==> src/rtl/cpu_sequencer.sv <==
// cpu_sequencer: multi-cycle fetch/decode/execute/memory/write-back control FSM and program counter.
// Define CPU_SEQ_RAM_READY_EN to add the ram_ready handshake that stretches FETCH and MEM.
module cpu_sequencer #(
   parameter int              PC_W     = 16,
   parameter logic [PC_W-1:0] RESET_PC = {PC_W{1'b0}}
) (
   input  logic            clk,
   input  logic            reset,
   input  logic            start,
   input  logic [31:0]     instr,
   input  logic [3:0]      flags,
`ifdef CPU_SEQ_RAM_READY_EN
   input  logic            ram_ready,
`endif
   output logic [PC_W-1:0] pc,
   output logic            ir_load,
   output logic            reg_we,
   output logic            flags_we,
   output logic            ram_rw,
   output logic            sel_add,
   output logic            sel_ldr,
   output logic            busy,
   output logic            halted,
   output logic [31:0]     retired
);

   typedef enum logic [2:0] {
      ST_IDLE   = 3'd0,
      ST_FETCH  = 3'd1,
      ST_DECODE = 3'd2,
      ST_EXEC   = 3'd3,
      ST_MEM    = 3'd4,
      ST_WB     = 3'd5,
      ST_HALT   = 3'd6
   } state_t;

   localparam logic [3:0] OP_LDR  = 4'b1000;
   localparam logic [3:0] OP_STR  = 4'b1001;
   localparam logic [3:0] OP_B    = 4'b1010;
   localparam logic [3:0] OP_HALT = 4'b1111;

   state_t          state_r;
   state_t          state_s;
   logic [PC_W-1:0] pc_r;
   logic [PC_W-1:0] pc_s;
   logic [PC_W-1:0] pc_inc_s;
   logic [PC_W-1:0] target_s;
   logic [31:0]     retired_r;
   logic            retire_s;
   logic [8:0]      ir_hi_r;
   logic [15:0]     im_r;
   logic [3:0]      cond_s;
   logic [3:0]      op_s;
   logic            s_bit_s;
   logic            ready_s;
   logic            ir_load_r;
   logic            reg_we_r;
   logic            flags_we_r;
   logic            ram_rw_r;
   logic            sel_add_r;
   logic            sel_ldr_r;
   logic            busy_r;
   logic            halted_r;
   logic            unused_instr_s;

   function automatic logic cond_pass(input logic [3:0] cond, input logic [3:0] nzcv);
      logic n, z, c, v, res;
      n = nzcv[3];
      z = nzcv[2];
      c = nzcv[1];
      v = nzcv[0];
      case (cond)
         4'd0:    res = 1'b1;
         4'd1:    res = z;
         4'd2:    res = ~z;
         4'd3:    res = c;
         4'd4:    res = ~c;
         4'd5:    res = n;
         4'd6:    res = ~n;
         4'd7:    res = v;
         4'd8:    res = ~v;
         4'd9:    res = c & ~z;
         4'd10:   res = ~c | z;
         4'd11:   res = (n == v);
         4'd12:   res = (n != v);
         4'd13:   res = ~z & (n == v);
         4'd14:   res = z | (n != v);
         default: res = 1'b0;
      endcase
      return res;
   endfunction

`ifdef CPU_SEQ_RAM_READY_EN
   assign ready_s = ram_ready;
   assign ir_load = ir_load_r & ram_ready;
`else
   assign ready_s = 1'b1;
   assign ir_load = ir_load_r;
`endif

   assign cond_s         = ir_hi_r[8:5];
   assign op_s           = ir_hi_r[4:1];
   assign s_bit_s        = ir_hi_r[0];
   assign pc_inc_s       = pc_r + {{(PC_W-1){1'b0}}, 1'b1};
   assign target_s       = im_r[PC_W-1:0];
   assign unused_instr_s = ^{instr[22:19], instr[2:0]};

   // Next state, next pc and retire strobe from the current state and latched instruction.
   always_comb begin
      state_s  = state_r;
      pc_s     = pc_r;
      retire_s = 1'b0;
      case (state_r)
         ST_IDLE: begin
            if (start) state_s = ST_FETCH;
            else       state_s = ST_IDLE;
         end
         ST_FETCH: begin
            if (ready_s) state_s = ST_DECODE;
            else         state_s = ST_FETCH;
         end
         ST_DECODE: begin
            if (op_s == OP_HALT) begin
               state_s = ST_HALT;
            end else if (!cond_pass(cond_s, flags)) begin
               state_s  = ST_FETCH;
               pc_s     = pc_inc_s;
               retire_s = 1'b1;
            end else begin
               state_s = ST_EXEC;
            end
         end
         ST_EXEC: begin
            if ((op_s == OP_LDR) || (op_s == OP_STR)) begin
               state_s = ST_MEM;
            end else if (op_s == OP_B) begin
               state_s  = ST_FETCH;
               pc_s     = target_s;
               retire_s = 1'b1;
            end else begin
               state_s = ST_WB;
            end
         end
         ST_MEM: begin
            if (!ready_s) begin
               state_s = ST_MEM;
            end else if (op_s == OP_STR) begin
               state_s  = ST_FETCH;
               pc_s     = pc_inc_s;
               retire_s = 1'b1;
            end else begin
               state_s = ST_WB;
            end
         end
         ST_WB: begin
            state_s  = ST_FETCH;
            pc_s     = pc_inc_s;
            retire_s = 1'b1;
         end
         ST_HALT: begin
            state_s = ST_HALT;
         end
         default: begin
            state_s = ST_IDLE;
         end
      endcase
   end

   // State, pc, retire counter, instruction latch and strobes registered from the next state.
   always_ff @(posedge clk) begin
      if (reset) begin
         state_r    <= ST_IDLE;
         pc_r       <= RESET_PC;
         retired_r  <= 32'd0;
         ir_hi_r    <= 9'd0;
         im_r       <= 16'd0;
         ir_load_r  <= 1'b0;
         reg_we_r   <= 1'b0;
         flags_we_r <= 1'b0;
         ram_rw_r   <= 1'b0;
         sel_add_r  <= 1'b0;
         sel_ldr_r  <= 1'b0;
         busy_r     <= 1'b0;
         halted_r   <= 1'b0;
      end else begin
         state_r <= state_s;
         pc_r    <= pc_s;
         if (retire_s) retired_r <= retired_r + 32'd1;
         if ((state_r == ST_FETCH) && ready_s) begin
            ir_hi_r <= instr[31:23];
            im_r    <= instr[18:3];
         end
         // Instruction fields are stable from DECODE on, so they can qualify the next-state strobes.
         ir_load_r  <= (state_s == ST_FETCH);
         sel_add_r  <= (state_s == ST_MEM);
         ram_rw_r   <= (state_s == ST_MEM) && (op_s == OP_STR);
         sel_ldr_r  <= ((state_s == ST_MEM) || (state_s == ST_WB)) && (op_s == OP_LDR);
         reg_we_r   <= (state_s == ST_WB);
         flags_we_r <= (state_s == ST_WB) && (op_s != OP_LDR) && s_bit_s;
         busy_r     <= (state_s != ST_IDLE) && (state_s != ST_HALT);
         halted_r   <= (state_s == ST_HALT);
      end
   end

   assign pc       = pc_r;
   assign retired  = retired_r;
   assign reg_we   = reg_we_r;
   assign flags_we = flags_we_r;
   assign ram_rw   = ram_rw_r;
   assign sel_add  = sel_add_r;
   assign sel_ldr  = sel_ldr_r;
   assign busy     = busy_r;
   assign halted   = halted_r;

endmodule

==> config.mk <==
export PLATFORM = sky130hd
export DESIGN_NAME = cpu_sequencer
export DESIGN_NICKNAME = d
export VERILOG_FILES = /design/src/rtl/cpu_sequencer.sv
export SDC_FILE = /design/constraint.sdc
export NUM_CORES = 1
export LEC_CHECK = 0
export ABC_AREA = 1
export CORE_MARGIN = 5
export CORE_UTILIZATION = 53
export DETAILED_ROUTE_END_ITERATION = 6
export GPL_TIMING_DRIVEN = 0
export MAX_ROUTING_LAYER = met4
export PLACE_DENSITY = 0.82
export REMOVE_ABC_BUFFERS = 1
export SLEW_MARGIN = 20
export SYNTH_ARGS = -nofsm -noshare
export SYNTH_HDL_FRONTEND = slang
export SYNTH_SLANG_ARGS = --single-unit
==> constraint.sdc <==
create_clock -name clk -period 2.7 [get_ports clk]
set_input_delay 0.54 -clock clk [delete_from_list [all_inputs] [get_ports clk]]
set_output_delay 0.54 -clock clk [all_outputs]
set_load 0.1 [all_outputs]
drive_strength.png
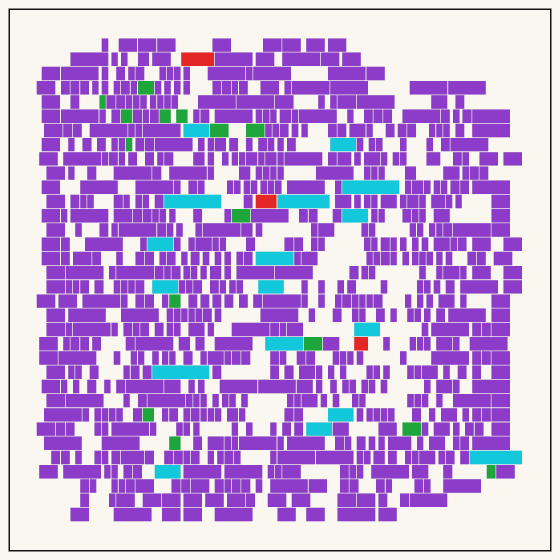
- drive 6 and up: cyan (cells 17; share 2.1%)
- drive 1 or less: purple (cells 758; share 96%)
- drive 2: green (cells 15; share 1.9%)
- drive 3 to 4: red (cells 3; share 0.38%)
area growth from synthesis to layout: 25.9%
post-route standard cell area excluding fillers: 5800 um2
number of signal-net buffers in the layout: 89
least setup slack across all paths after layout: 0.142 ns

port_nets.png
Bar = 20 um.
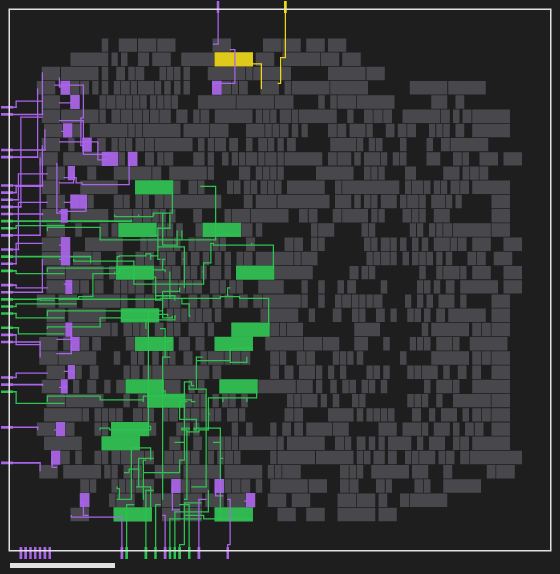
- sel_add: yellow (bits 1; direction output; edge top; end cells 1; wire 21.8 um)
- pc: green (bits 16; direction output; edge 9 left, 7 bottom; end cells 16; wire 875 um)
- instr: purple (bits 32; direction input; edge 20 left, 11 bottom, 1 top; end cells 25; wire 406 um)

final_placement.png
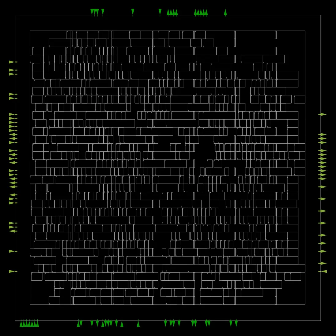
row count: 34
flip-flops: 84
tapcell count: 108
tally of filler cells in the layout: 780

==> run notes <==
From the run reports.

- At the placement stage, the worst setup path has a slack of -0.841 ns.
- The insertion delay to the later sink of the worst-skew pair reads roughly 0.36 ns.
- Setup repair after global routing left no endpoint under its margin.
- Sorting the synthesized cells by how often they occur yields sky130_fd_sc_hd__nand2_1, sky130_fd_sc_hd__nor2_1, sky130_fd_sc_hd__dfxtp_1.
- Derived from the worst setup path, the maximum achievable clock frequency is 0.391 GHz.
- The CTS tree reads yes.
- The number of enable-type register cells in the synthesized netlist reads 0.
- The main power-consuming group is registers.
- The number of setup violations in the final report is 0.
- The number of standard cells in the final layout excluding fillers reads between 900 and 1,000.
- The number of logged tool warnings reads 32.
- The number of gates resized after CTS reads 3.
- The critical path's slowest stage uses the library cell sky130_fd_sc_hd__clkdlybuf4s50_1.
- The final timing report lists a max-slew violation count of 0.
- The power density normalized to cell area is ~520 nW/um2.
- Global routing consumed, over all layers together, 23.6% of the routing resources.
- The area fraction in and, or, nand and nor cells after synthesis reads 36.8%.
- The number of clock sinks is around 84.
- Per the detail_route report, vias per standard cell equal ~5.3.
- The overall die size recorded for this design is around 11,000 um2.
- The H-tree was split into 3 levels.
- The leakage power is between 2 and 2.5 nW.
- Per STA, the worst path is made up of clkdlybuf4s50_1.
- Post-synthesis, Yosys gives the total cell area as between 4000 and 5000 um2.
- Per the final layout report, the fraction of cells sized above drive strength 1 comes to under 10%.
- The cell area after synthesis reads approximately 4600 um2.
- The top cell type by instance count after synthesis is sky130_fd_sc_hd__nand2_1.
- The flow reports power dissipated in the clock network as 0.00110 W.
- Per the post-synthesis report, the number of cells in the design is slightly above 700.
- The number of design rule violations left after detail routing reads 0.
- Per the detailed placement report, the placed cell area equals 5510 um2.
- The final critical path time including I/O delays and setup is ~2.6 ns.
- The worst max-slew margin expressed relative to the limit is around 30%.
- The number of placed I/O pins reads roughly 95.
- The run finished with clean final reports.
- The largest driver fanout on the critical path reads 7.
- The worst IR drop on VDD reads 300 uV.
- The kind of cell with the highest combined delay on the critical path is buffers and inverters.
- The worst stage delay on the critical path is between 1 and 1.5 ns.
- The remaining antenna violation count after routing reads 0.
- The top flip-flop cell by instance count after synthesis reads sky130_fd_sc_hd__dfxtp_1.
- The routability congestion estimate from global placement is 0.908.
- The tightest hold path in the finished design has a slack of between 0.4 and 0.5 ns.
- In this run, distinct cell masters in the synthesized netlist total 27.
- The final count of hold timing violations is 0.
- The pin closest to its max-slew limit shows a slew of 1.05 ns.
- The and-or/or-and share of the synthesized area reads ~11%.
- The count of buffers added on input and output ports is ~87.
- The data required time at the worst endpoint reads about 2.2 ns.
- Of the synthesized area, sequential elements account for between 30 and 40%.
- The maximum clock insertion buffer count reads 2.
- The data arrival at the endpoint of the critical path is 2.02 ns.
- Power attributed to combinational cells is 0.000563 W.
- The worst path buffer plus inverter count reads 1.
- Of all flip-flops after synthesis, the portion carrying an async set or reset was 0%.
- In this run, synthesis produced a sequential element count of around 84.
- The violation tally recorded at the end of detailed-routing iteration 0 is between 200 and 300.
- The number of maximum-capacitance violations is 0.
- The number of diodes added for antenna fixing is 0.
- According to the report, the first pass of detailed routing completed in 5 iterations.
- In the CTS report, the clock slew at the register clock pins of the worst setup and hold paths is listed as around 0.09 ns.
- The die is around 100 um tall.
- Yosys reports the multiplexer fraction of the synthesized area as 0%.
- The total of hold buffers inserted after clock tree synthesis reads 0.
- The synthesis report lists the most area-consuming cells as sky130_fd_sc_hd__dfxtp_1, sky130_fd_sc_hd__nand2_1, sky130_fd_sc_hd__nor2_1, sky130_fd_sc_hd__nand3_1, sky130_fd_sc_hd__a21oi_1.
- Note that the worst hold path type here is flop to flop.
- The setup total negative slack reads 0 ns.
- The proportion of power drawn by combinational gates reads approximately 19%.
- The synthesized-area fraction occupied by xor and xnor cells is roughly 6%.
- The final clock skew is a little over 0.008 ns.
- The critical path launch point type is a flop.
- The overall power after layout is 0.00304 W.
- The CTS root buffer reads sky130_fd_sc_hd__clkbuf_8.
- The via count of the first global-routing pass is approximately 4,300.
- The power in sequential cells reads between 0.001 and 0.0015 W.
- The average cell area after synthesis is approximately 6.4 um2.
- The number of CTS-inserted buffers reads 9.
- Entering global routing, the biggest net connects approximately 54 pins.
- The critical path in this run is classified as flop to output port.
- The count of buffers added by post-CTS timing repair for setup reads 0.
- The proportion of power drawn by the clock network is 36.1%.
- The storage element area reads approximately 1700 um2.
- The switching power share of the total is 30.2%.
- Yosys reports that the leading cell type by area covers a little over a third of the netlist area.
- The library cell with the largest summed area after synthesis is sky130_fd_sc_hd__dfxtp_1.
- The number of standard cells reported by yosys is between 700 and 800.
- The logic area reads 2570 um2.
- The internal power reads 0.00212 W.
- The portion of total power attributed to sequential cells reads a little under half.
- The global-route wire length before repair reads 19,500 um.
- Detailed placement finished with a half-perimeter wire length of approximately 8700 um.
- The largest family of logic cells by area is simple AND/OR/NAND/NOR gates.
- In the final design database the tool counted between 800 and 900 nets.
- The reg-to-reg setup timing slack reads between 0.3 and 0.4 ns.
- The reported net switching power reads 0.000919 W.
metal_stack.png
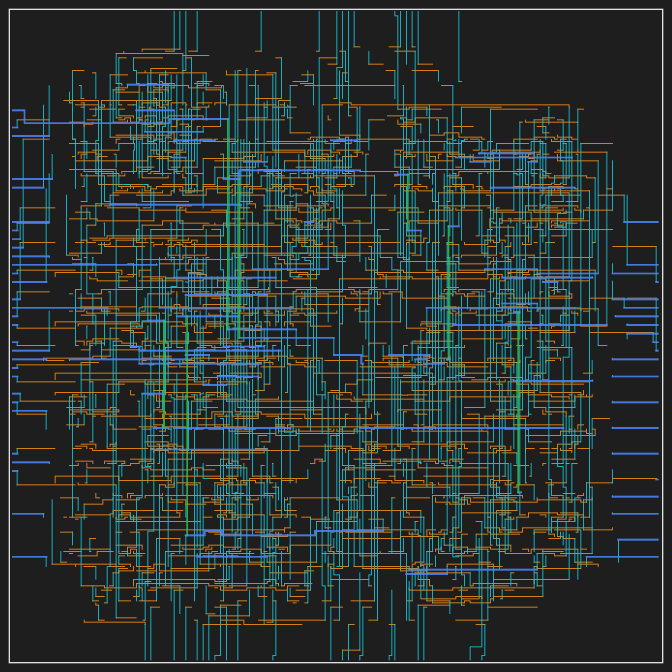
- met1: orange (wire length 5,340 um)
- met4: green (wire length 169 um)
- met3: blue (wire length 853 um)
- met2: cyan (wire length 6,290 um)
routed wire length: 12,700 um
vias after detailed routing: 4,776
final routed wire length divided by cell count: 14.0 um

cell_classes.png
Fill, decap, tap and diode cells in grey.
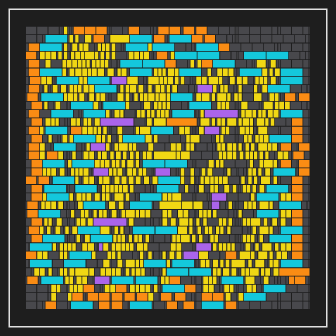
- flip-flops: cyan (cells 84)
- all other logic: yellow (cells 605)
- clock drivers and dummy loads: purple (cells 15)
- other buffers and delay cells: orange (cells 89)
final core utilization: 67.5%
Core Footprint: 8590 um2
sequential fraction of total cell area: 29.0%

[cell usage in the layout (no fill, tap or decap), types with 8 or more instances in the layout]
cell type / count
sky130_fd_sc_hd__o21ai_0: 37
sky130_fd_sc_hd__nor2_1: 94
sky130_fd_sc_hd__clkdlybuf4s50_1: 86
sky130_fd_sc_hd__nor3_1: 19
sky130_fd_sc_hd__dfxtp_1: 84
sky130_fd_sc_hd__nand2_1: 192
sky130_fd_sc_hd__nand3_1: 66
sky130_fd_sc_hd__xnor2_1: 8
sky130_fd_sc_hd__nand4_1: 11
sky130_fd_sc_hd__xor2_1: 23
sky130_fd_sc_hd__a21oi_1: 62
sky130_fd_sc_hd__clkbuf_8: 10
sky130_fd_sc_hd__inv_1: 66
[per-layer routing]
layer	share of wire [%]	GRT usage (%)
met2	50	40.9
met3	6.7	4.16
met4	1.3	6.97
met1	42	27.9
met5	0	-
[flip-flops by register name (all words and copies together), names as in the netlist, 3 cells and up]
signal,cells
retired,32
im_r,16
pc,16
ir_hi_r,9
state_r,3
[cell type report]
class	count	share of cell area [%]
Multi-Input combinational cell	537	44.3
Sequential cell	84	29.0
Timing Repair Buffer	89	15.9
Inverter	68	4.40
Clock buffer	11	2.44
Tap cell	108	2.33
Clock inverter	4	1.68
[path summary, 6_finish.rpt]
| path | start | endpoint | cells past startpoint |
|---|---|---|---|
| setup / recovery | retired[0]$_SDFFE_PP0P_ | retired[0] | 1 |
| hold / removal | ir_hi_r[0]$_SDFFE_PP0P_ | flags_we$_SDFF_PP0_ | 2 |
| setup reg to reg | state_r[2]$_SDFF_PP0_ | ir_hi_r[1]$_SDFFE_PP0P_ | 6 |
| hold reg to reg | ir_hi_r[0]$_SDFFE_PP0P_ | flags_we$_SDFF_PP0_ | 2 |
Power figures rest on the tool's default switching activity, not on a simulated workload.
